### src/rtl/dup_pair_gen_if.sv
// dup_pair_gen_if -- handshake/bus bundle for the redundant-pair generator.
//   start, ke_width, ke_height, hdist, vdist : job request and geometry
//   busy, done, empty, overflow              : job status
//   pair_valid, pair_ready, idx1, idx2       : pair stream (valid/ready)
// master = job issuer / pair consumer, slave = dup_pair_gen.
interface dup_pair_gen_if #(
  parameter int WORD_WIDTH = 8
);
  logic                  start;
  logic [WORD_WIDTH-1:0] ke_width;
  logic [WORD_WIDTH-1:0] ke_height;
  logic [WORD_WIDTH-1:0] hdist;
  logic [WORD_WIDTH-1:0] vdist;
  logic                  busy;
  logic                  pair_valid;
  logic                  pair_ready;
  logic [WORD_WIDTH-1:0] idx1;
  logic [WORD_WIDTH-1:0] idx2;
  logic                  done;
  logic                  empty;
  logic                  overflow;

  modport master (
    output start, ke_width, ke_height, hdist, vdist, pair_ready,
    input  busy, pair_valid, idx1, idx2, done, empty, overflow
  );

  modport slave (
    input  start, ke_width, ke_height, hdist, vdist, pair_ready,
    output busy, pair_valid, idx1, idx2, done, empty, overflow
  );
endinterface

### src/rtl/dup_pair_gen.sv
// dup_pair_gen -- enumerates every lowered-index pair (idx1, idx2) of a
// FW x FH kernel whose elements are (dh, dv) apart:
//   idx1 = r*FW + c, idx2 = (r+dv)*FW + (c+dh)
// Ports:
//   clk      : clock, rising edge
//   reset_n  : asynchronous active-low reset
//   bus      : dup_pair_gen_if.slave (job request, status, pair stream)
//
// state  | meaning
// -------+-----------------------------------------------------------
// S_IDLE | waiting for start; geometry latched and checked on start
// S_PREP | building offset = dv*FW + dh by repeated addition
// S_EMIT | presenting pairs, advancing on each accepted transfer
// S_DONE | one-cycle done pulse, then back to idle
module dup_pair_gen #(
  parameter int WORD_WIDTH = 8
) (
  input  logic           clk,
  input  logic           reset_n,
  dup_pair_gen_if.slave  bus
);
  localparam int W = WORD_WIDTH;
  localparam logic [W-1:0] ONE   = {{(W-1){1'b0}}, 1'b1};
  localparam logic [W:0]   ONE_X = {{W{1'b0}}, 1'b1};

  typedef enum logic [1:0] {
    S_IDLE,
    S_PREP,
    S_EMIT,
    S_DONE
  } state_t;

  state_t       r_state;
  logic [W-1:0] r_fw;
  logic [W-1:0] r_fh;
  logic [W-1:0] r_dh;
  logic [W-1:0] r_dv;
  logic [W-1:0] r_prep_cnt;
  logic [W-1:0] r_r;
  logic [W-1:0] r_c;
  logic [W:0]   r_offset;
  logic [W-1:0] r_idx1;
  logic [W-1:0] r_idx2;
  logic         r_busy;
  logic         r_valid;
  logic         r_done;
  logic         r_empty;
  logic         r_ovf;

  logic         w_bad_geom;
  logic [W-1:0] w_c_last;
  logic [W-1:0] w_r_last;
  logic         w_row_end;
  logic         w_last_pair;
  logic [W:0]   w_prep_sum;
  logic [W:0]   w_idx1_next;
  logic [W:0]   w_idx2_next;

  assign w_bad_geom = (bus.ke_width == '0) || (bus.ke_height == '0) ||
                      (bus.hdist >= bus.ke_width) || (bus.vdist >= bus.ke_height);

  // Only meaningful once the geometry has passed the check at start.
  assign w_c_last    = r_fw - r_dh - ONE;
  assign w_r_last    = r_fh - r_dv - ONE;
  assign w_row_end   = (r_c == w_c_last);
  assign w_last_pair = w_row_end && (r_r == w_r_last);

  // Offset stays below 2^W while PREP runs, so one extra bit never wraps.
  assign w_prep_sum = r_offset + {1'b0, (r_prep_cnt != '0) ? r_fw : r_dh};

  // The next pair is looked ahead so pair_valid can be a plain register
  // that never rises on a pair whose idx2 is out of range. The current
  // idx2 fits in W bits, which bounds both sums below 2^(W+1).
  assign w_idx1_next = w_row_end ? ({1'b0, r_idx1} + {1'b0, r_dh} + ONE_X)
                                 : ({1'b0, r_idx1} + ONE_X);
  assign w_idx2_next = w_idx1_next + r_offset;

  always_ff @(posedge clk or negedge reset_n) begin
    if (!reset_n) begin
      r_state    <= S_IDLE;
      r_fw       <= '0;
      r_fh       <= '0;
      r_dh       <= '0;
      r_dv       <= '0;
      r_prep_cnt <= '0;
      r_r        <= '0;
      r_c        <= '0;
      r_offset   <= '0;
      r_idx1     <= '0;
      r_idx2     <= '0;
      r_busy     <= 1'b0;
      r_valid    <= 1'b0;
      r_done     <= 1'b0;
      r_empty    <= 1'b0;
      r_ovf      <= 1'b0;
    end else begin
      case (r_state)
        S_IDLE: begin
          if (bus.start) begin
            r_fw       <= bus.ke_width;
            r_fh       <= bus.ke_height;
            r_dh       <= bus.hdist;
            r_dv       <= bus.vdist;
            r_prep_cnt <= bus.vdist;
            r_offset   <= '0;
            r_r        <= '0;
            r_c        <= '0;
            r_idx1     <= '0;
            r_idx2     <= '0;
            r_ovf      <= 1'b0;
            r_empty    <= w_bad_geom;
            r_busy     <= 1'b1;
            if (w_bad_geom) begin
              r_done  <= 1'b1;
              r_state <= S_DONE;
            end else begin
              r_state <= S_PREP;
            end
          end
        end

        S_PREP: begin
          if (w_prep_sum[W]) begin
            r_ovf   <= 1'b1;
            r_done  <= 1'b1;
            r_state <= S_DONE;
          end else begin
            r_offset <= w_prep_sum;
            if (r_prep_cnt != '0) begin
              r_prep_cnt <= r_prep_cnt - ONE;
            end else begin
              // idx1 is 0 here, so the first idx2 is the offset itself.
              r_idx2  <= w_prep_sum[W-1:0];
              r_valid <= 1'b1;
              r_state <= S_EMIT;
            end
          end
        end

        S_EMIT: begin
          if (bus.pair_ready) begin
            if (w_last_pair) begin
              r_valid <= 1'b0;
              r_done  <= 1'b1;
              r_state <= S_DONE;
            end else if (w_idx2_next[W]) begin
              r_valid <= 1'b0;
              r_ovf   <= 1'b1;
              r_done  <= 1'b1;
              r_state <= S_DONE;
            end else begin
              r_idx1 <= w_idx1_next[W-1:0];
              r_idx2 <= w_idx2_next[W-1:0];
              if (w_row_end) begin
                r_c <= '0;
                r_r <= r_r + ONE;
              end else begin
                r_c <= r_c + ONE;
              end
            end
          end
        end

        S_DONE: begin
          r_done  <= 1'b0;
          r_busy  <= 1'b0;
          r_state <= S_IDLE;
        end

        default: begin
          r_valid <= 1'b0;
          r_done  <= 1'b0;
          r_busy  <= 1'b0;
          r_state <= S_IDLE;
        end
      endcase
    end
  end

  assign bus.busy       = r_busy;
  assign bus.pair_valid = r_valid;
  assign bus.idx1       = r_idx1;
  assign bus.idx2       = r_idx2;
  assign bus.done       = r_done;
  assign bus.empty      = r_empty;
  assign bus.overflow   = r_ovf;
endmodule

### src/flat_wrapper.sv
// flat-port wrapper written by rule: the top's interface ports become plain ports
module dup_pair_gen_flat 
#(
  parameter int WORD_WIDTH = 8
)
  (clk, reset_n, bus_start, bus_ke_width, bus_ke_height, bus_hdist, bus_vdist, bus_pair_ready, bus_busy, bus_pair_valid, bus_idx1, bus_idx2, bus_done, bus_empty, bus_overflow);
  dup_pair_gen_if #(.WORD_WIDTH(WORD_WIDTH)) bus_i ();
  input  logic clk;
  input  logic reset_n;
  input wire logic [$bits(bus_i.start)-1:0] bus_start;
  input wire logic [$bits(bus_i.ke_width)-1:0] bus_ke_width;
  input wire logic [$bits(bus_i.ke_height)-1:0] bus_ke_height;
  input wire logic [$bits(bus_i.hdist)-1:0] bus_hdist;
  input wire logic [$bits(bus_i.vdist)-1:0] bus_vdist;
  input wire logic [$bits(bus_i.pair_ready)-1:0] bus_pair_ready;
  output wire logic [$bits(bus_i.busy)-1:0] bus_busy;
  output wire logic [$bits(bus_i.pair_valid)-1:0] bus_pair_valid;
  output wire logic [$bits(bus_i.idx1)-1:0] bus_idx1;
  output wire logic [$bits(bus_i.idx2)-1:0] bus_idx2;
  output wire logic [$bits(bus_i.done)-1:0] bus_done;
  output wire logic [$bits(bus_i.empty)-1:0] bus_empty;
  output wire logic [$bits(bus_i.overflow)-1:0] bus_overflow;
  assign bus_i.start = bus_start;
  assign bus_i.ke_width = bus_ke_width;
  assign bus_i.ke_height = bus_ke_height;
  assign bus_i.hdist = bus_hdist;
  assign bus_i.vdist = bus_vdist;
  assign bus_i.pair_ready = bus_pair_ready;
  assign bus_busy = bus_i.busy;
  assign bus_pair_valid = bus_i.pair_valid;
  assign bus_idx1 = bus_i.idx1;
  assign bus_idx2 = bus_i.idx2;
  assign bus_done = bus_i.done;
  assign bus_empty = bus_i.empty;
  assign bus_overflow = bus_i.overflow;
  dup_pair_gen #(.WORD_WIDTH(WORD_WIDTH)) u_core (.clk(clk), .reset_n(reset_n), .bus(bus_i));
endmodule
### config.mk
export PLATFORM = sky130hd
export DESIGN_NAME = dup_pair_gen_flat
export DESIGN_NICKNAME = d
export VERILOG_FILES = /design/src/rtl/dup_pair_gen_if.sv /design/src/rtl/dup_pair_gen.sv /design/src/flat_wrapper.sv
export SDC_FILE = /design/constraint.sdc
export NUM_CORES = 1
export LEC_CHECK = 0
export ABC_AREA = 1
export CAP_MARGIN = 20
export CORE_ASPECT_RATIO = 0.9
export CORE_MARGIN = 2
export CORE_UTILIZATION = 40
export DETAILED_ROUTE_END_ITERATION = 6
export SYNTH_ARGS = -nofsm -noshare
export SYNTH_HDL_FRONTEND = slang
export SYNTH_SLANG_ARGS = --single-unit
### constraint.sdc
create_clock -name clk -period 7.5 [get_ports clk]
set_clock_uncertainty 0.1 [all_clocks]
set_input_delay 0.75 -clock clk [delete_from_list [all_inputs] [get_ports clk]]
set_output_delay 0.75 -clock clk [all_outputs]
set_load 0.05 [all_outputs]
==> results.py <==
# Flow results
metrics = {
    "global_routing": {
        "global_route.usage.met3": 0.04472,
    },
    "floorplanning": {
        "die_w_um": 143.1,
        "floorplan.initialDensity": 0.4112,
    },
    "logic_synthesis": {
        "synth.logic.top_family": "simple AND/OR/NAND/NOR gates",
        "netlist_top_cells_area": "sky130_fd_sc_hd__dfrtp_1 (31%), sky130_fd_sc_hd__nand2_1 (15%), sky130_fd_sc_hd__ha_1 (11%), sky130_fd_sc_hd__inv_1 (7.2%), sky130_fd_sc_hd__nand3_1 (6.0%)",
        "synthesis.yosys.warnings": 0,
        "enable_flop_cells": 0,
        "netlist.area_leader.share": 0.3124,
        "cell_type_contributing_the_most_total_cell_area_after_synthesis": "sky130_fd_sc_hd__dfrtp_1",
    },
    "drt": {
        "post-route-drc-count": 0,
        "vias": 6482,
    },
    "placement": {
        "io_buffer_count": 56,
    },
    "critical_path": {
        "critPathCapture": "u_core.bus.idx2[7]",
        "critical_path.endpoint_type": "flip-flop",
        "critical_path.startpoint_type": "flip-flop",
        "critical_path_cell_count": 27,
        "regToRegStartpoint": "u_core.r_dh[0]",
        "crit_type": "flip-flop to flip-flop",
    },
    "outcome": {
        "status": "completed",
    },
    "final_layout": {
        "insertedDiodeCount": 0,
        "layout.cells.most_common_list": "sky130_fd_sc_hd__nand2_1 (287), sky130_fd_sc_hd__inv_1 (134), sky130_fd_sc_hd__dfrtp_1 (87)",
    },
    "final_timing": {
        "whs_ns": 0.2398,
    },
    "job": {
        "warnings": 29,
        "drv_cap": 0,
    },
    "worst_hold_path": {
        "worst_hold_path_type": "input pin to asynchronous set/reset pin",
    },
    "pwr": {
        "power.ir.vdd_worst_mv": 0.1737,
    },
    "clock_network": {
        "clk_pin_slew_worst_paths_ns": 0.06,
    },
}
cells in the mapped netlist (2+ instances only):
library cell               number
sky130_fd_sc_hd__a21o_1         2
sky130_fd_sc_hd__a21oi_1       68
sky130_fd_sc_hd__a31oi_1        4
sky130_fd_sc_hd__and3_1         3
sky130_fd_sc_hd__buf_2          4
sky130_fd_sc_hd__buf_4          4
sky130_fd_sc_hd__clkbuf_1      16
sky130_fd_sc_hd__clkinv_1       2
sky130_fd_sc_hd__dfrtp_1       87
sky130_fd_sc_hd__fa_1           5
sky130_fd_sc_hd__ha_1          62
sky130_fd_sc_hd__inv_1        134
sky130_fd_sc_hd__nand2_1      287
sky130_fd_sc_hd__nand2_4        3
sky130_fd_sc_hd__nand3_1       83
sky130_fd_sc_hd__nand3b_1      11
sky130_fd_sc_hd__nand4_1       24
sky130_fd_sc_hd__nor2_1        53
sky130_fd_sc_hd__nor3_1        14
sky130_fd_sc_hd__nor3b_1        2
sky130_fd_sc_hd__o211ai_1       4
sky130_fd_sc_hd__o21a_1         5
sky130_fd_sc_hd__o21ai_0       77
sky130_fd_sc_hd__o21bai_1       3
sky130_fd_sc_hd__o221ai_1       2
sky130_fd_sc_hd__o22ai_1        2
sky130_fd_sc_hd__o311ai_0       3
sky130_fd_sc_hd__or2_2         13
sky130_fd_sc_hd__xnor2_1        5
sky130_fd_sc_hd__xor2_1        12
power by group:
part	total, mW	internal [mW]	switching [mW]
sequential	0.757	0.631	0.126
clock	0.495	0.300	0.195
combinational	1.92	0.653	1.27
cell type report:
cell class	instances	area, µm²
clock buffer	10	239.0
clock inverter	5	82.58
fill	1711	8900
inverter	137	514.2
multi-input combinational	756	4160
sequential	87	2177
tap	235	294.0
timing repair buffer	59	580.6
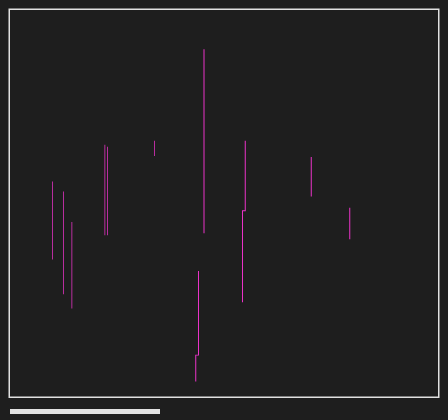
*M4 wires*
Bar = 50 µm.
wire length on this layer	329 µm
share of all routed wire	1.8%
nets with wire on the layer	10

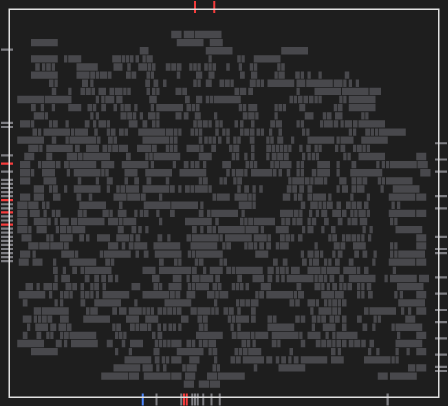
*Pin placement*
Pins as bars across the die edge, other pins in gray.
port	color	pins	direction	edge
`bus_hdist`	red	8	input	4 left, 2 bottom, 2 top
`bus_start`	blue	1	input	bottom

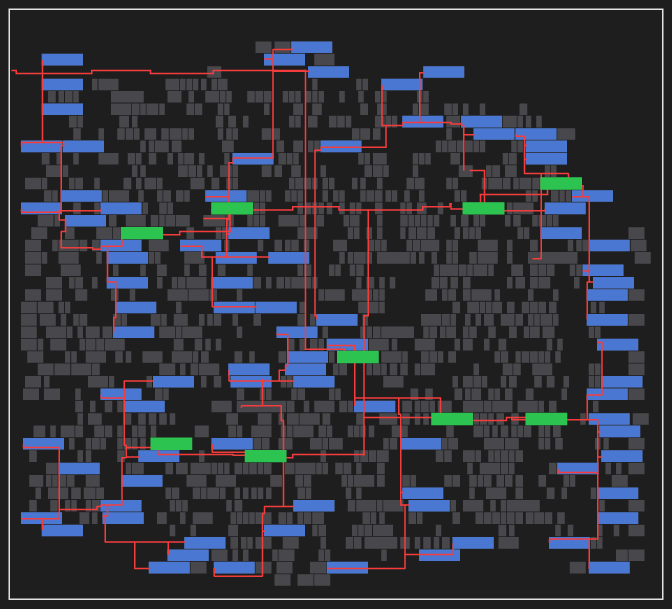
*Clock wires, drivers and flops*
[clock wires] red | length: 1330 µm
[clock drivers] green | count: 9
[flip-flops] blue | count: 87
routed clock nets	10
power in the clock group: 0.495 mW
latest clock arrival within the worst-skew pair: 0.35 ns
share of total power in the clock network: 0.156

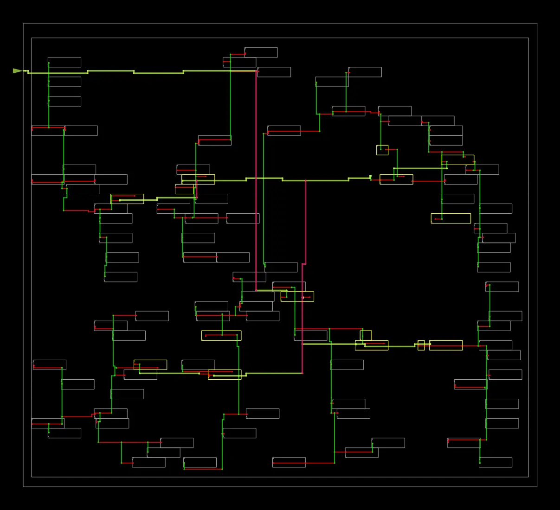
*Clock nets*
total CTS buffers: 9
CTS sink count: 87
num sequential: 87

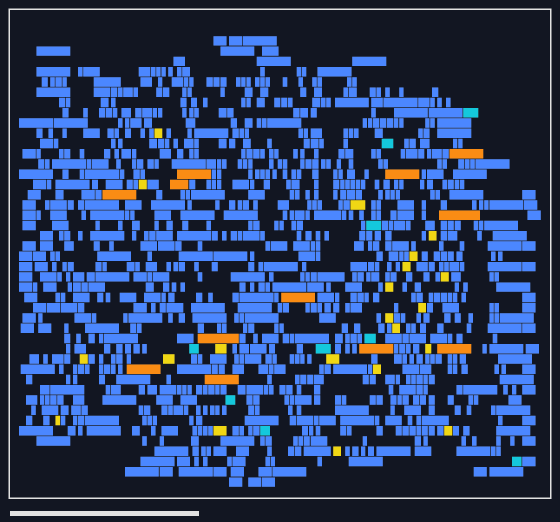
*Sizing map*
Bar = 50 µm.
size	color	cells	share	most used
_6 and larger	orange	12	1.1%	clkbuf_16
_0 and _1 cells	blue	1012	96%	nand2_1
_3 and _4 cells	cyan	9	0.85%	buf_4
_2 cells	yellow	21	2.0%	or2_2

Power is estimated from default activity; no workload was simulated.
